$ cat src/rtl/pong_state_regs.sv
// pong_state_regs
//   Game-state register bank sitting between the soft-CPU bus and the VGA
//   renderer. The CPU writes fields into shadow registers by address; a
//   commit copies the whole shadow set into the active outputs in a single
//   edge, either at the next frame_start (tear-free) or immediately.
//
// Ports
//   clk, rst          : clock, synchronous active-high reset
//   wr_en/addr/data   : addressed register write (one per cycle)
//   commit_req        : request a shadow->active copy
//   frame_start       : start-of-vblank pulse
//   commit_mode       : 0 = wait for frame_start, 1 = immediate
//   screen_mode, icon_highlighter, speed_selector,
//   ball_xpos, ball_ypos, paddle_pos, score : active game state
//   commit_pending    : a frame-synchronous commit is armed
//   commit_done       : first cycle in which the new active values show
//   frame_count       : free-running frame_start counter (wraps)
//   overrun_count     : commit requests seen while armed (saturates)
//   wr_err            : pulse after a write to an unmapped address
module pong_state_regs #(
  parameter int NUM_PLAYERS = 2,
  parameter int POS_W       = 11,
  parameter int SCORE_W     = 4,
  parameter int X_MAX       = 1023,
  parameter int Y_MAX       = 767,
  parameter int PAD_MAX     = 668
) (
  input  logic                           clk,
  input  logic                           rst,
  input  logic                           wr_en,
  input  logic [3:0]                     wr_addr,
  input  logic [31:0]                    wr_data,
  input  logic                           commit_req,
  input  logic                           frame_start,
  input  logic                           commit_mode,
  output logic [2:0]                     screen_mode,
  output logic [1:0]                     icon_highlighter,
  output logic [1:0]                     speed_selector,
  output logic [POS_W-1:0]               ball_xpos,
  output logic [POS_W-1:0]               ball_ypos,
  output logic [NUM_PLAYERS*POS_W-1:0]   paddle_pos,
  output logic [NUM_PLAYERS*SCORE_W-1:0] score,
  output logic                           commit_pending,
  output logic                           commit_done,
  output logic [15:0]                    frame_count,
  output logic [7:0]                     overrun_count,
  output logic                           wr_err
);

  localparam int ADDR_PAD0   = 3;
  localparam int ADDR_SCORE0 = 3 + NUM_PLAYERS;
  localparam int ADDR_END    = 3 + 2 * NUM_PLAYERS;

  localparam logic [POS_W-1:0] X_MAX_P   = POS_W'(X_MAX);
  localparam logic [POS_W-1:0] Y_MAX_P   = POS_W'(Y_MAX);
  localparam logic [POS_W-1:0] PAD_MAX_P = POS_W'(PAD_MAX);
  localparam logic [31:0]      SCORE_MAX = 32'((1 << SCORE_W) - 1);

  typedef enum logic {IDLE, ARMED} state_t;

  // The comparison against the limit uses the whole 32-bit bus value, so a
  // large value with zero low bits still clamps instead of wrapping.
  function automatic logic [POS_W-1:0] clamp_pos(input logic [31:0] d,
                                                 input logic [POS_W-1:0] mx);
    if (d > {{(32-POS_W){1'b0}}, mx}) return mx;
    else                              return d[POS_W-1:0];
  endfunction

  function automatic logic [SCORE_W-1:0] sat_score(input logic [31:0] d);
    if (d > SCORE_MAX) return '1;
    else               return d[SCORE_W-1:0];
  endfunction

  state_t state_q, state_d;

  logic [6:0]         ctrl_sh_q, ctrl_sh_d, ctrl_act_q, ctrl_act_d;
  logic [POS_W-1:0]   x_sh_q, x_sh_d, x_act_q, x_act_d;
  logic [POS_W-1:0]   y_sh_q, y_sh_d, y_act_q, y_act_d;
  logic [POS_W-1:0]   pad_sh_q  [NUM_PLAYERS];
  logic [POS_W-1:0]   pad_sh_d  [NUM_PLAYERS];
  logic [POS_W-1:0]   pad_act_q [NUM_PLAYERS];
  logic [POS_W-1:0]   pad_act_d [NUM_PLAYERS];
  logic [SCORE_W-1:0] sc_sh_q   [NUM_PLAYERS];
  logic [SCORE_W-1:0] sc_sh_d   [NUM_PLAYERS];
  logic [SCORE_W-1:0] sc_act_q  [NUM_PLAYERS];
  logic [SCORE_W-1:0] sc_act_d  [NUM_PLAYERS];

  logic        commit_done_q, commit_done_d;
  logic        wr_err_q, wr_err_d;
  logic [15:0] frame_count_q, frame_count_d;
  logic [7:0]  overrun_q, overrun_d;

  logic        commit_fire;
  logic        overrun_inc;
  logic [31:0] addr_ext;

  assign addr_ext = {28'd0, wr_addr};

  // Commit FSM
  always_comb begin
    state_d     = state_q;
    commit_fire = 1'b0;
    overrun_inc = 1'b0;
    case (state_q)
      IDLE: begin
        // A frame_start in the arming cycle is deliberately ignored: the
        // request waits for the next full frame boundary.
        if (commit_req) begin
          if (commit_mode) commit_fire = 1'b1;
          else             state_d     = ARMED;
        end
      end
      ARMED: begin
        if (frame_start || commit_mode) begin
          commit_fire = 1'b1;
          state_d     = IDLE;
        end
        // A request alongside a frame_start is redundant with the commit it
        // lands on, so it is tallied as an overrun and dropped. A request
        // with commit_mode=1 is the one being served and is not counted.
        if (commit_req && (!commit_fire || frame_start)) overrun_inc = 1'b1;
      end
      default: state_d = IDLE;
    endcase
  end

  // Shadow write decode
  always_comb begin
    ctrl_sh_d = ctrl_sh_q;
    x_sh_d    = x_sh_q;
    y_sh_d    = y_sh_q;
    for (int i = 0; i < NUM_PLAYERS; i++) begin
      pad_sh_d[i] = pad_sh_q[i];
      sc_sh_d[i]  = sc_sh_q[i];
    end
    if (wr_en) begin
      if (addr_ext == 32'd0) ctrl_sh_d = wr_data[6:0];
      if (addr_ext == 32'd1) x_sh_d    = clamp_pos(wr_data, X_MAX_P);
      if (addr_ext == 32'd2) y_sh_d    = clamp_pos(wr_data, Y_MAX_P);
      for (int i = 0; i < NUM_PLAYERS; i++) begin
        if (addr_ext == 32'(ADDR_PAD0 + i))
          pad_sh_d[i] = clamp_pos(wr_data, PAD_MAX_P);
        if (addr_ext == 32'(ADDR_SCORE0 + i))
          sc_sh_d[i] = sat_score(wr_data);
      end
    end
  end

  // Active copy: reads the pre-write shadow, so a write on the commit edge
  // lands in shadow only.
  always_comb begin
    ctrl_act_d = ctrl_act_q;
    x_act_d    = x_act_q;
    y_act_d    = y_act_q;
    for (int i = 0; i < NUM_PLAYERS; i++) begin
      pad_act_d[i] = pad_act_q[i];
      sc_act_d[i]  = sc_act_q[i];
    end
    if (commit_fire) begin
      ctrl_act_d = ctrl_sh_q;
      x_act_d    = x_sh_q;
      y_act_d    = y_sh_q;
      for (int i = 0; i < NUM_PLAYERS; i++) begin
        pad_act_d[i] = pad_sh_q[i];
        sc_act_d[i]  = sc_sh_q[i];
      end
    end
  end

  // Status / counters
  always_comb begin
    commit_done_d = commit_fire;
    wr_err_d      = wr_en && (addr_ext >= 32'(ADDR_END));
    frame_count_d = frame_start ? frame_count_q + 16'd1 : frame_count_q;
    overrun_d     = overrun_q;
    if (overrun_inc && (overrun_q != 8'hFF)) overrun_d = overrun_q + 8'd1;
  end

  always_ff @(posedge clk) begin
    if (rst) begin
      state_q       <= IDLE;
      ctrl_sh_q     <= '0;
      x_sh_q        <= '0;
      y_sh_q        <= '0;
      ctrl_act_q    <= '0;
      x_act_q       <= '0;
      y_act_q       <= '0;
      for (int i = 0; i < NUM_PLAYERS; i++) begin
        pad_sh_q[i]  <= '0;
        sc_sh_q[i]   <= '0;
        pad_act_q[i] <= '0;
        sc_act_q[i]  <= '0;
      end
      commit_done_q <= 1'b0;
      wr_err_q      <= 1'b0;
      frame_count_q <= '0;
      overrun_q     <= '0;
    end else begin
      state_q       <= state_d;
      ctrl_sh_q     <= ctrl_sh_d;
      x_sh_q        <= x_sh_d;
      y_sh_q        <= y_sh_d;
      ctrl_act_q    <= ctrl_act_d;
      x_act_q       <= x_act_d;
      y_act_q       <= y_act_d;
      for (int i = 0; i < NUM_PLAYERS; i++) begin
        pad_sh_q[i]  <= pad_sh_d[i];
        sc_sh_q[i]   <= sc_sh_d[i];
        pad_act_q[i] <= pad_act_d[i];
        sc_act_q[i]  <= sc_act_d[i];
      end
      commit_done_q <= commit_done_d;
      wr_err_q      <= wr_err_d;
      frame_count_q <= frame_count_d;
      overrun_q     <= overrun_d;
    end
  end

  assign screen_mode      = ctrl_act_q[2:0];
  assign icon_highlighter = ctrl_act_q[4:3];
  assign speed_selector   = ctrl_act_q[6:5];
  assign ball_xpos        = x_act_q;
  assign ball_ypos        = y_act_q;
  assign commit_pending   = (state_q == ARMED);
  assign commit_done      = commit_done_q;
  assign frame_count      = frame_count_q;
  assign overrun_count    = overrun_q;
  assign wr_err           = wr_err_q;

  for (genvar gi = 0; gi < NUM_PLAYERS; gi++) begin : g_pack
    assign paddle_pos[gi*POS_W +: POS_W]   = pad_act_q[gi];
    assign score[gi*SCORE_W +: SCORE_W]    = sc_act_q[gi];
  end

endmodule

$ cat config.mk
export PLATFORM = sky130hd
export DESIGN_NAME = pong_state_regs
export DESIGN_NICKNAME = d
export VERILOG_FILES = /design/src/rtl/pong_state_regs.sv
export SDC_FILE = /design/constraint.sdc
export NUM_CORES = 1
export LEC_CHECK = 0
export CAP_MARGIN = 20
export CORE_MARGIN = 4
export CORE_UTILIZATION = 35
export CTS_CLUSTER_SIZE = 24
export DETAILED_ROUTE_END_ITERATION = 6
export DONT_BUFFER_PORTS = 1
export PLACE_DENSITY = 0.54
export SYNTH_ARGS = -nofsm -noshare
export SYNTH_HDL_FRONTEND = slang
export SYNTH_SLANG_ARGS = --single-unit
$ cat constraint.sdc
create_clock -name clk -period 2.1 [get_ports clk]
set_input_delay 0.315 -clock clk [delete_from_list [all_inputs] [get_ports clk]]
set_output_delay 0.315 -clock clk [all_outputs]
set_load 0.02 [all_outputs]
m1.png
Scale bar: 50 um. Cells faint in the background.
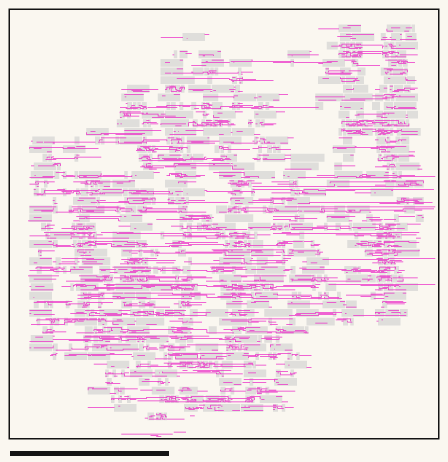
The longest straight run is 47.4 um. The layer holds 41% of the routed length. 684 nets have wire on it. The wires run mostly horizontal. The layer carries 6580 um of wire.
overall routed net length: 15960 um
vias post-DR: 4864
met1 routing resource usage after global routing: 0.2017

m2.png
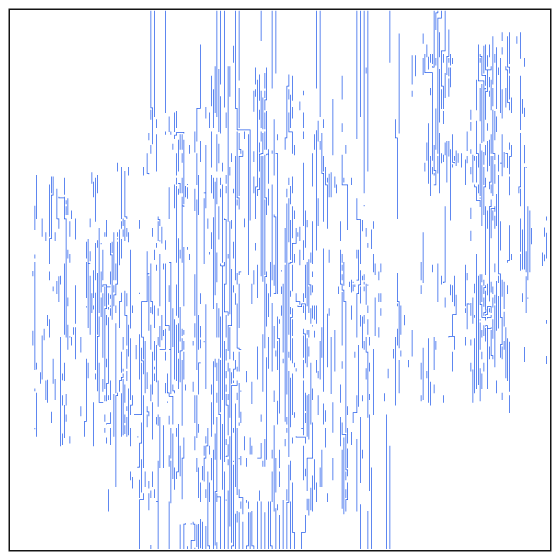
622 nets have wire on it. The layer holds 48% of the routed length.
met2 Use GR: 0.2868

clock_nets.png
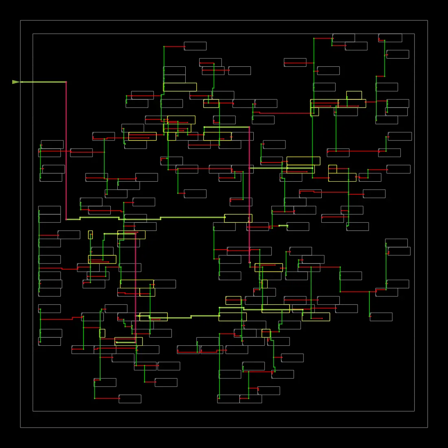
maximum clock skew at final layout: 0.009070 ns
CTS Sinks: 145
Inserted Clock Buffers: 17
power in the clock group: 3.09 mW

power by group:
group          internal, mW  switching [mW]
clock network          1.98            1.11
registers              2.78          0.0400
logic                0.0825           0.155
total                  4.85            1.30
layout make-up:
class                           count  area (um2)  area share
Tap cell                          216       270.3     0.03924
Clock inverter                      9       130.1     0.01889
Sequential cell                   145        2908      0.4222
Timing Repair Buffer               54       538.0     0.07811
Clock buffer                       22       484.2     0.07030
Inverter                           10       37.54    0.005450
Multi-Input combinational cell    457        2520      0.3658
metal layers:
| metal | global-route usage | vias up | wire length [um] |
|---|---|---|---|
| met5 | 0 | - | 0 |
| met4 | 0.05599 | 0 | 260 |
| met3 | 0.07079 | 25 | 1485 |
| met2 | 0.2868 | 156 | 7633 |
| met1 | 0.2017 | 2317 | 6583 |
| li1 | - | 2366 | - |
cells in the mapped netlist (all sizes together), types with 2 or more instances:
| cell type | number |
|---|---|
| a211oi | 10 |
| a21oi | 75 |
| buf | 15 |
| nand3b | 3 |
| or3 | 5 |
| nor3b | 4 |
| or4 | 2 |
| mux2i | 2 |
| and3 | 9 |
| ha | 2 |
| a31o | 5 |
| inv | 10 |
| o311ai | 2 |
| a311oi | 22 |
| nand4 | 6 |
| a32o | 8 |
| nor2 | 71 |
| nand2 | 138 |
| nor3 | 14 |
| xor2 | 3 |
| o21ai | 6 |
| xnor2 | 7 |
| clkbuf | 31 |
| o31ai | 2 |
| and3b | 3 |
| nand3 | 17 |
| nor4 | 25 |
| mux2 | 2 |
| nor2b | 4 |
| o41ai | 2 |
| dfxtp | 145 |
path summary, 6_finish.rpt:
kind / from / endpoint
min: wr_en / wr_err$_SDFF_PP0_
min reg2reg: pad_sh_q[0][9]$_SDFFE_PP0P_ / pad_act_q[0][9]$_SDFFE_PP0P_
max: commit_pending$_SDFF_PP0_ / pad_act_q[0][0]$_SDFFE_PP0P_
max reg2reg: commit_pending$_SDFF_PP0_ / pad_act_q[0][0]$_SDFFE_PP0P_
metrics by stage:
| stage | cells | worst slack [ns] | util |
|---|---|---|---|
| after floorplan | 658 | 0.4541 | - |
| after global placement | 845 | 0.3172 | 0.3714 |
| after detailed placement | 845 | 0.2290 | 0.3714 |
| after CTS | 912 | 0.01516 | 0.4341 |
| after global routing | 913 | 0.001237 | 0.4352 |
| final | 913 | 0.1239 | 0.4352 |
flip-flops by register name (all words and copies together), names as in the netlist, 11 cells and up:
signal,flops
x_sh_q,11
ball_xpos,11
pad_act_q,22
frame_count,16
ball_ypos,11
pad_sh_q,22
y_sh_q,11
layout by cell type (no fill, tap or decap), drive strengths merged, types with 14 or more instances in the layout:
cell type	netlist	final
dfxtp	145	145
nand2	138	138
a21oi	75	75
nor2	71	71
dlygate4sd3	0	35
nor4	25	25
a311oi	22	22
clkbuf	31	22
buf	15	19
nand3	17	17
nor3	14	14
logic make-up after synthesis:
kind of cell	after synthesis	share of synthesized area
AND/OR/NAND/NOR	304	0.2567
flip-flops	145	0.5142
AND-OR/OR-AND	137	0.1591
buffers and inverters	56	0.04255
XOR/XNOR	10	0.01552
multiplexers	4	0.007535
adder cells (fa/ha/maj)	2	0.004432
==> run notes <==
Results of the flow run.

The run finished with clean final reports. For this design, Yosys synthesis ends with a cell count of 658. The I/O pin count stands at 128.

The fraction of registers with async set or reset after synthesis stands at 0. The share of synthesized area in the top cell type comes to 0.5142. The finished cells cover 0.006888 mm2. The number of global-route vias before repair stands at 4748. Per the OpenROAD floorplan log, the area of the core is 0.01583 mm2. The net count of the mapped netlist stands at 702. The final count of pins violating max slew stands at 0. STA classifies the critical path endpoint as a register. The tree is rooted in a sky130_fd_sc_hd__clkbuf_16.

The flow reported a cell area power density of 893.2 mW/mm2. The synthesized netlist contains 51 unique library cells. The post-route setup TNS stands at 0 ns. After detailed routing, the number of remaining DRC violations is 0. The static leakage stands at 2.374 nW. For reference, the placement row count at floorplan is 46. The fraction of layout cells with a size suffix above 1 stands at 0.1090.

The number of diodes added for antenna fixing stands at 0. The maximum vdd drop stands at 0.5913 mV. Total power for the finished layout comes to 6.152 mW. The hold slack stands at 0.07488 ns. For this run the detailed placement stage logged an HPWL of 10550 um. On the critical path the data arrives at 2.33 ns.

The H-tree depth reported by CTS stands at 4. The Yosys step of the flow raised 0 warnings. Of the synthesized area, sequential elements account for 0.5142. The area overhead of the layout relative to synthesis stands at 22.01%. The global route total overflow stands at 0. The cts-stage hold buffer count stands at 36. In this run the tools logged warnings totalling 26. The detailed router finished its first iteration with 216 violations. For the worst-skew pair, the clock arrives at the later sink with an insertion delay of 0.41 ns. The detailed-routing iteration count for the pre-antenna-repair pass stands at 4.
Power is estimated from default activity; no workload was simulated.
